==> config.mk <==
export PLATFORM = sky130hd
export DESIGN_NAME = rr_arbiter_4_to_decoder
export DESIGN_NICKNAME = d
export VERILOG_FILES = /design/src/rtl/rr_arbiter_4_to_decoder.sv
export SDC_FILE = /design/constraint.sdc
export NUM_CORES = 1
export LEC_CHECK = 0
export CORE_AREA = 8 8 45 47
export DETAILED_ROUTE_END_ITERATION = 7
export DIE_AREA = 0 0 53 55
export GPL_ROUTABILITY_DRIVEN = 0
export GPL_TIMING_DRIVEN = 0
export PLACE_DENSITY_LB_ADDON = 0.05
export SLEW_MARGIN = 10
export SYNTH_ARGS = -nofsm -noshare
export SYNTH_HDL_FRONTEND = slang
export SYNTH_SLANG_ARGS = --single-unit
==> constraint.sdc <==
create_clock -name clk -period 1.6 [get_ports clk]
set_clock_uncertainty 0.2 [all_clocks]
set_input_delay 0.4 -clock clk [delete_from_list [all_inputs] [get_ports clk]]
set_output_delay 0.4 -clock clk [all_outputs]
set_load 0.05 [all_outputs]
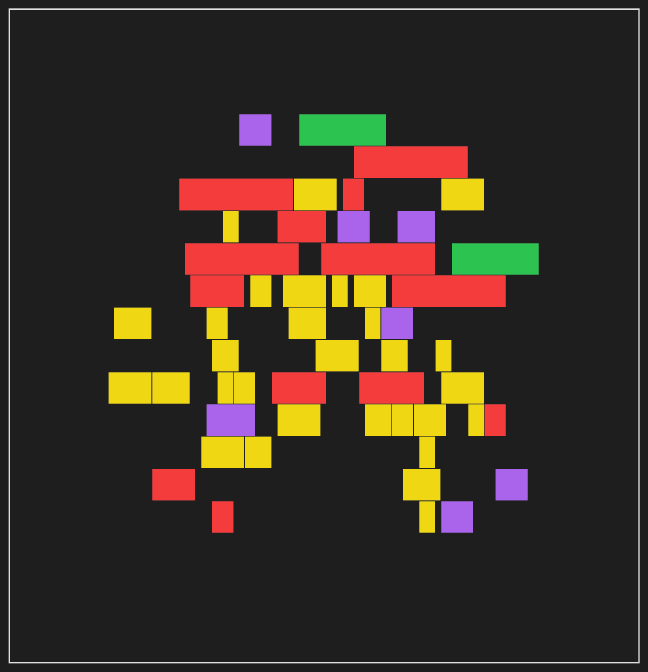
Fig. 1. Cells by drive strength.
[green] x6 and larger | cells: 2
[purple] x3 and x4 | cells: 7
[red] x2 | cells: 13
[yellow] x1 and smaller | cells: 30
Post-Layout Inst Area: 530.5 um^2
Non-clk bufs: 12
Area Overhead vs Synth: 50.35%

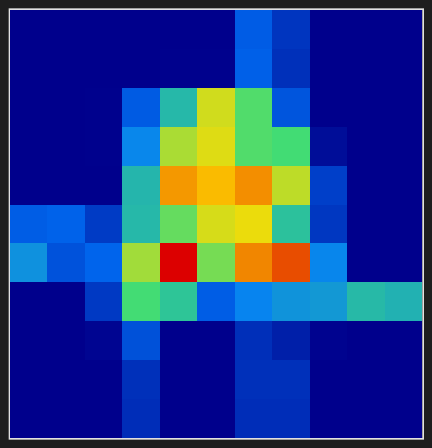
Fig. 2. Wire density map.
The die is cut into 11 by 11 equal tiles; dark blue is low, red is high, scaled to the fullest tile. Values are wire area over tile area, all layers added.
tiles over half the peak: 16%
emptiest ninth of the die: north-west
mean over tiles: 0.051
densest ninth of the die: centre
wire per inst: 14.18 um
Vias: 338
GRT Util Overall: 7.170%

==> results.cfg <==
; flow metrics
[power_and_ir_drop]
leakage_nw = 0.2449
switching_share_pct = 43.20
ir_worst_vdd_mv = 0.6288
power.internal_mw = 0.6233
clkPwrFrac_pct = 13.5
power_density_nw_per_um2 = 2068
power.switching_mw = 0.4740
pwr-share-comb_pct = 56.8
sequentialPowerShare_pct = 29.8
finalPower_mw = 1.097

[logic_synthesis]
ys_area_um2 = 352.8
synth_cell_types = 24
synth_cells = 37
synth-async-reset-ratio_pct = 100.0
synth_nets = 44
syn_avg_cell_area_um2 = 9.536
edf_count = 0
top_cell_area_share_pct = 21.28
largest_area_cell = dfrtp_1
ys_warn_count = 0
ys.flops = 5
yosys.stat.seqShare_pct = 36.17
flop_cell = dfrtp_1
syn_area_um2 = 352.8
synth_stat.cells = 37
yosys-top-cells-count = dfrtp_1, mux2i_1, nand2b_1, nor2_1
ys_top_cells_by_area = dfrtp_1, dfstp_2, mux2i_1, o211a_1, nand2b_1

[sta]
timing.fmax_mhz = 638.1
slew_violations = 0
hold_viol = 0
setup_viol = 0
period_needed_ps = 1567
setup_tns_ps = 0
grt_setup_unrepaired = no
fin_worst_hold_slack_ps = 174.7
setup_slack_ps = 32.84
finalClockPeriodUsage_pct = 97.95

[final_layout]
diodes = 0
seq_area_share_pct = 24.76
nClkBuffers = 4
nonClkBufAreaFrac_pct = 21.93
logic_gate_count = 29
seq_cells = 5
lay_top_count = clkbuf_4
nFillCells = 150
nNetsFinal = 60
stdcell_count = 68
comb_share_pct = 43.16
drive_gt1_share_pct = 42.31
nNonClkInverters = 2
final_util_pct = 38.34
dominant-cell-class = combinational gates
seq_area_um2 = 131.4
clk_share_pct = 4.953
layout.area.comb_um2 = 229.0

[global_routing]
grt_pass1_wl_mm = 1.559
grt_pass1_vias = 356
use_met2_pct = 12.30
met1_usage_pct = 7.786
busiest_layer = met2
grt-ovfl-total = 0
met3_usage_pct = 2.139
grt_max_degree = 10
antenna_found_initial = 0

[die]
rows = 14
num_io_pins = 11
num_tap_cells = 16
design.core.area_um2 = 1384
die-width_um = 53
initCoreUtil_pct = 25.50
die_y_um = 55

[job]
maxCapViolations = 0
warnings = 27

[place]
dpl_worst_slack_ps = -508.5
dp_hpwl_um = 739.2
placed_cells = 62
io_buffers = 9
dpl-instance-area_um2 = 469.2

[critical_path]
crit_path_end_kind = register
reg2reg_depth = 4
ff2ff_setup_slack_ps = 30
worstPathMaxFanout = 4
startpoint_type = register
worst_ep_required_time_ps = 1550
arrival_ps = 1520
critPathKind = register to register

[route]
drt_wl_total_um = 964
dr_wl_met2_um = 514
met1_length_um = 404
drc_errors = 0
ant_nets = 0
drt_iter0_drc = 8
dr_wl_met3_um = 46
top_layer = met3
drtPass1Iterations = 4
viasPerCell = 4.971

[cts]
cts_root_buffer = clkbuf_4
hold_buffers = 0
ctsLongestPathBuffers = 2
cts_buffers = 3
numClockSinks = 5
cts_tree = yes
path_clk_slew_ps = 40
htree_num_levels = 1

[outcome]
status = complete, no violations

[hold_path]
hp-class = input pin to async pin
==> critical path: stages, from the launching register on <==
cell     delay (ps)
dfstp_2         380
buf_12          120
and3b_2         180
or4_4           410
o31ai_2         170
==> power by group through the flow <==
stage	sequential [mW]	combinational (mW)	clock, mW
2_1_floorplan	0.435	0.244	0
6_report	0.327	0.623	0.148
4_1_cts	0.340	0.490	0.153
5_1_grt	0.343	0.668	0.163
3_3_place_gp	0.332	0.515	0
3_5_place_dp	0.343	0.515	0
==> timing repair <==
action                                  4_1_cts  5_1_grt
gates resized                                24        3
buffers inserted                              0        2
endpoints found under the setup margin        8        3
pin swaps                                     0        2
==> kinds of logic after synthesis <==
group | synth area share, %
muxes | 11.70
DFF | 36.17
other | 1.063
and+or+nand+nor | 18.09
buffers and inverters | 4.257
AOI/OAI and AO/OA | 28.73
Power and IR drop assume default switching activity.
